--- src/rtl/rom_frame_scheduler.sv ---
// Loads an 8-byte display frame from a pattern ROM into a back buffer, swaps it
// to the front buffer atomically, and scans the front buffer onto a common-anode
// display. Optional SCAN_BLANK_EN blanks all digits for the first 16 cycles of each slot.
module rom_frame_scheduler #(
  parameter int ROM_LAT  = 2,
  parameter int DIGITS   = 8,
  parameter int SCAN_DIV = 100_000
) (
  input  logic       clk,
  input  logic       Rst,
  input  logic [7:0] base_addr,
  input  logic       frame_req,
  output logic [7:0] rom_addr,
  output logic       rom_en,
  input  logic [7:0] rom_data,
  output logic       busy,
  output logic       frame_done,
  output logic [7:0] digit_sel,
  output logic [7:0] digit_data
);

  localparam int CNT_W = $clog2(SCAN_DIV);

  typedef enum logic [1:0] {IDLE, ISSUE, DRAIN, SWAP} state_t;

  state_t           state_reg, state_next;
  logic [2:0]       issue_cnt_reg;
  logic [7:0]       addr_reg;
  logic             pend_reg;
  logic [7:0]       pend_base_reg;
  logic             accept;
  logic [7:0]       accept_base;
  logic             inflight;

  logic [ROM_LAT-1:0] vld_pipe_reg;
  logic [2:0]         idx_pipe_reg [ROM_LAT];

  logic [7:0]        back_reg  [DIGITS];
  logic [7:0]        front_reg [DIGITS];
  logic [DIGITS-1:0] back_we;

  logic [CNT_W-1:0] scan_cnt_reg;
  logic [2:0]       scan_idx_reg;

  // A fresh request in IDLE wins over the pending base (last request wins).
  assign accept      = (state_reg == IDLE) && (frame_req || pend_reg);
  assign accept_base = frame_req ? base_addr : pend_base_reg;
  assign rom_addr    = addr_reg;

  always_ff @(posedge clk or posedge Rst) begin
    if (Rst) begin
      state_reg <= IDLE;
    end else begin
      state_reg <= state_next;
    end
  end

  always_comb begin
    state_next = state_reg;
    rom_en     = 1'b0;
    busy       = 1'b1;
    frame_done = 1'b0;
    case (state_reg)
      IDLE: begin
        busy = 1'b0;
        if (frame_req || pend_reg) state_next = ISSUE;
      end
      ISSUE: begin
        rom_en = 1'b1;
        if (issue_cnt_reg == 3'd7) state_next = DRAIN;
      end
      DRAIN: begin
        if (!inflight) state_next = SWAP;
      end
      SWAP: begin
        frame_done = 1'b1;
        state_next = IDLE;
      end
      default: begin
        busy       = 1'b0;
        state_next = IDLE;
      end
    endcase
  end

  always_ff @(posedge clk or posedge Rst) begin
    if (Rst) begin
      issue_cnt_reg <= 3'd0;
      addr_reg      <= 8'h00;
      pend_reg      <= 1'b0;
      pend_base_reg <= 8'h00;
    end else if (accept) begin
      issue_cnt_reg <= 3'd0;
      addr_reg      <= accept_base;
      pend_reg      <= 1'b0;
    end else begin
      if (frame_req) begin
        pend_reg      <= 1'b1;
        pend_base_reg <= base_addr;
      end
      if (state_reg == ISSUE) begin
        issue_cnt_reg <= issue_cnt_reg + 3'd1;
        // Address stops on base+7 so it holds the last issued value afterwards.
        if (issue_cnt_reg != 3'd7) addr_reg <= addr_reg + 8'd1;
      end
    end
  end

  // Delay line tracking outstanding reads; the last stage lines up with rom_data.
  always_ff @(posedge clk or posedge Rst) begin
    if (Rst) begin
      vld_pipe_reg <= '0;
      for (int i = 0; i < ROM_LAT; i++) idx_pipe_reg[i] <= 3'd0;
    end else begin
      vld_pipe_reg[0] <= rom_en;
      idx_pipe_reg[0] <= issue_cnt_reg;
      for (int i = 1; i < ROM_LAT; i++) begin
        vld_pipe_reg[i] <= vld_pipe_reg[i-1];
        idx_pipe_reg[i] <= idx_pipe_reg[i-1];
      end
    end
  end

  // The last stage retires this cycle, so only earlier stages hold off the swap.
  generate
    if (ROM_LAT > 1) begin : g_inflight
      assign inflight = |vld_pipe_reg[ROM_LAT-2:0];
    end else begin : g_no_inflight
      assign inflight = 1'b0;
    end
  endgenerate

  genvar gi;
  generate
    for (gi = 0; gi < DIGITS; gi++) begin : g_back_we
      assign back_we[gi] = vld_pipe_reg[ROM_LAT-1] &&
                           (idx_pipe_reg[ROM_LAT-1] == 3'(gi));
    end
  endgenerate

  always_ff @(posedge clk or posedge Rst) begin
    if (Rst) begin
      for (int i = 0; i < DIGITS; i++) begin
        back_reg[i]  <= 8'h00;
        front_reg[i] <= 8'h00;
      end
    end else begin
      for (int i = 0; i < DIGITS; i++) begin
        if (back_we[i]) back_reg[i] <= rom_data;
        if (state_reg == SWAP) front_reg[i] <= back_reg[i];
      end
    end
  end

  always_ff @(posedge clk or posedge Rst) begin
    if (Rst) begin
      scan_cnt_reg <= '0;
      scan_idx_reg <= 3'd0;
    end else if (scan_cnt_reg == CNT_W'(SCAN_DIV - 1)) begin
      scan_cnt_reg <= '0;
      scan_idx_reg <= scan_idx_reg + 3'd1;
    end else begin
      scan_cnt_reg <= scan_cnt_reg + 1'b1;
    end
  end

  always_comb begin
    digit_data = front_reg[scan_idx_reg];
    digit_sel  = ~(8'b1 << scan_idx_reg);
`ifdef SCAN_BLANK_EN
    if (scan_cnt_reg < CNT_W'(16)) digit_sel = 8'hFF;
`else
`endif
  end

endmodule

--- config.mk ---
export PLATFORM = sky130hd
export DESIGN_NAME = rom_frame_scheduler
export DESIGN_NICKNAME = d
export VERILOG_FILES = /design/src/rtl/rom_frame_scheduler.sv
export SDC_FILE = /design/constraint.sdc
export NUM_CORES = 1
export LEC_CHECK = 0
export ABC_AREA = 1
export CAP_MARGIN = 10
export CORE_ASPECT_RATIO = 0.8
export CORE_MARGIN = 8
export CORE_UTILIZATION = 30
export CTS_BUF_LIST = sky130_fd_sc_hd__clkbuf_2 sky130_fd_sc_hd__clkbuf_4 sky130_fd_sc_hd__clkbuf_8
export DETAILED_ROUTE_END_ITERATION = 7
export GPL_TIMING_DRIVEN = 0
export SYNTH_ARGS = -nofsm -noshare
export SYNTH_HDL_FRONTEND = slang
export SYNTH_SLANG_ARGS = --single-unit
--- constraint.sdc ---
create_clock -name clk -period 7.45 [get_ports clk]
set_clock_uncertainty 0.2 [all_clocks]
set_input_delay 1.49 -clock clk [delete_from_list [all_inputs] [get_ports clk]]
set_output_delay 1.49 -clock clk [all_outputs]
set_load 0.05 [all_outputs]
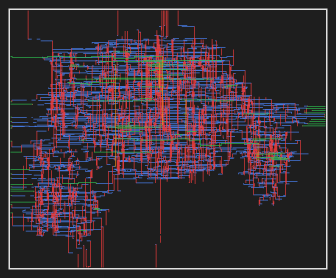
Fig. 1. Wiring by layer.
- red: M2 (wire length 8210 um)
- orange: M4 (wire length 156 um)
- green: M3 (wire length 1130 um)
- blue: M1 (wire length 10100 um)
total number of vias: 5923
gr usage total: 12.9%
WL per Instance: 15.1 um

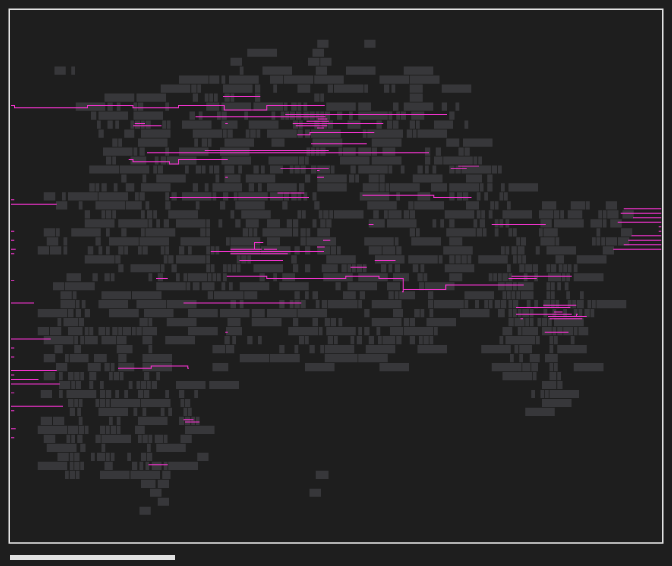
Fig. 2. The metal 3 layer.
Bar = 50 um. Cells faint in the background.
- nets with wire on the layer: 74
- main direction: horizontal
- share of all routed wire: 5.8%
- longest straight run: 85.1 um
met3 usage: 2.97%
WL final: 19600 um

==> qor.csv <==
stage,metric,value,unit
run_status,status,completed,
synthesis,synthDistinctLibCells,33,
clocking,postCtsResizedCells,0,
place,pre_cts_slack,3.37,ns
floorplan,fp_util,30.3,%
critical_path,cpPeakStageDelay,0.80,ns
critical_path,cpLargestDelayFamily,buffers and inverters,
job,warning_count,35,
critical_path,cp.required,5.76,ns
clocking,clkSlewWorstSetupHoldPaths,0.10,ns
grt,overflow,0,
synthesis,ff_type,dfrtp_1,
drt,via_per_inst,4.55,
timing,fin_setup_tns,0,ns
synthesis,top_cell_area_share,56.3,%
synthesis,ys_warn_count,0,
critical_path,crit_path_cell_trace,inv_1 > clkbuf_1 > nor2_1 > o21ai_0 > nand2_1 > nand2_1 > clkdlybuf4s50_1,
floorplan,placementRows,53,
pwr,powerDensity,370,nW/um^2
place,port_buffers,44,
drt,drc,0,
clocking,cts_tree,built,
synthesis,syn_area,7910,um^2
timing,fmax,217,MHz
clocking,cts-root-buf,clkbuf_8,
clocking,clock-sinks,178,
synthesis,ys.flops,178,
floorplan,core_area,26100,um^2
synthesis,edf_count,0,
critical_path,r2r_setup_slack,5.54,ns
floorplan,die_w,197,um
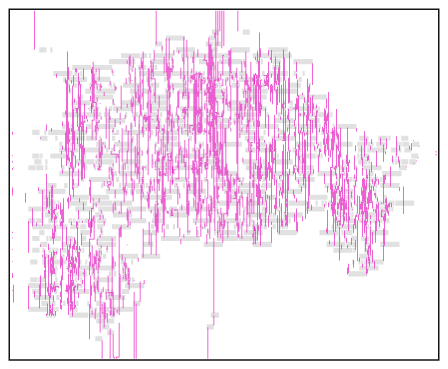
Fig. 3. The metal 2 layer.
Cells faint in the background.
- nets with wire on the layer: 736
- main direction: vertical
- share of all routed wire: 42%
met2 Usage GRT: 18.4%

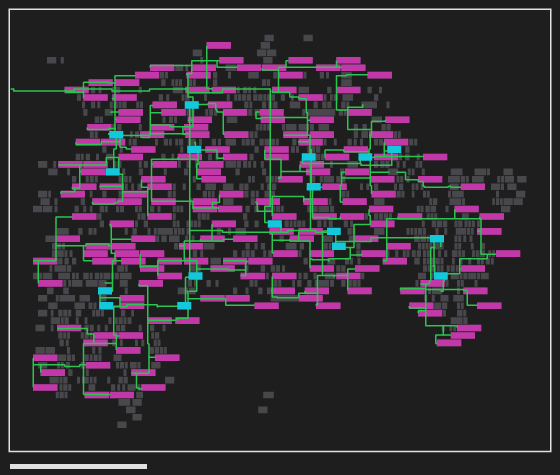
Fig. 4. Clock network drawn from the DEF.
Bar = 50 um.
- magenta: flip-flops (count 178)
- cyan: clock-net drivers (count 17)
- green: clock wires (length 2220 um)
- routed clock nets: 18
Latency at later pin: 0.47 ns
Clk pwr share: 19.9%

[power by group]
part           internal [uW]  switching [uW]  leakage, uW
Clock                    281             399     0.000195
Combinational            444             754      0.00199
Sequential              1340             200      0.00204
Total                   2060            1350      0.00422
[layout make-up]
| class | count | area [um^2] | area share (%) |
|---|---|---|---|
| buffer | 35 | 193 | 2.09 |
| clock buffer | 17 | 234 | 2.53 |
| clock inverter | 15 | 169 | 1.83 |
| inverter | 98 | 375 | 4.07 |
| multi-input combinational | 556 | 2890 | 31.3 |
| sequential | 178 | 4450 | 48.3 |
| tap | 357 | 447 | 4.84 |
| timing repair buffer | 45 | 468 | 5.07 |
[worst paths after layout]
path | start | end | cells past startpoint
setup / recovery | scan_idx_reg[0]$_DFFE_PP0N_ | digit_data[3] | 7
hold reg to reg | idx_pipe_reg[3]$_DFF_PP0_ | idx_pipe_reg[0]$_DFF_PP0_ | 0
min in group asynchronous | Rst | back_reg[52]$_DFFE_PP0P_ | 2
hold / removal | idx_pipe_reg[3]$_DFF_PP0_ | idx_pipe_reg[0]$_DFF_PP0_ | 0
setup reg to reg | state_reg[0]$_DFFE_PP0P_ | front_reg[7]$_DFFE_PP0P_ | 6
max in group asynchronous | Rst | back_reg[42]$_DFFE_PP0P_ | 3
[cells in the final DEF, fill, tap and decap left out, types with 6 or more instances in the layout]
cell type          n
clkbuf_1           9
nor2_1            60
nand3_1           24
inv_8              6
nand2_1          199
inv_2              8
o21ai_1            6
buf_2             19
mux2_2            31
clkdlybuf4s50_1   44
ha_1              14
inv_1             89
o21ai_0          151
dfrtp_1          178
a21oi_1           28
xor2_1             6
clkbuf_8          17
[layer usage]
layer  vias to the layer above  part of all wire [%]  track usage [%]
met2                       144                    42             18.4
met1                      2860                    52             19.3
li1                       2905                     -                -
met3                        14                   5.7             2.97
met4                         0                  0.80             2.87
met5                         -                     0                0
[logic make-up after synthesis]
kind of cell	count (synthesis)	synth area share [%]
AOI/OAI and AO/OA	195	12.8
xor gates and xnor gates	9	0.997
adders and majority gates	14	2.22
buffers and inverters	133	7.09
DFF	178	56.3
muxes	31	4.42
and+or+nand+nor	307	16.1
[through the flow]
stage | hold slack, ns | total power (uW) | utilization, %
after global placement | 0.135 | 2720 | 33.7
final | 0.154 | 3420 | 35.4
after floorplan | 0.131 | 2370 | -
after CTS | 0.160 | 3440 | 35.4
after detailed placement | 0.135 | 2760 | 33.9
after global routing | 0.174 | 3670 | 35.4
Power and IR drop assume default switching activity.
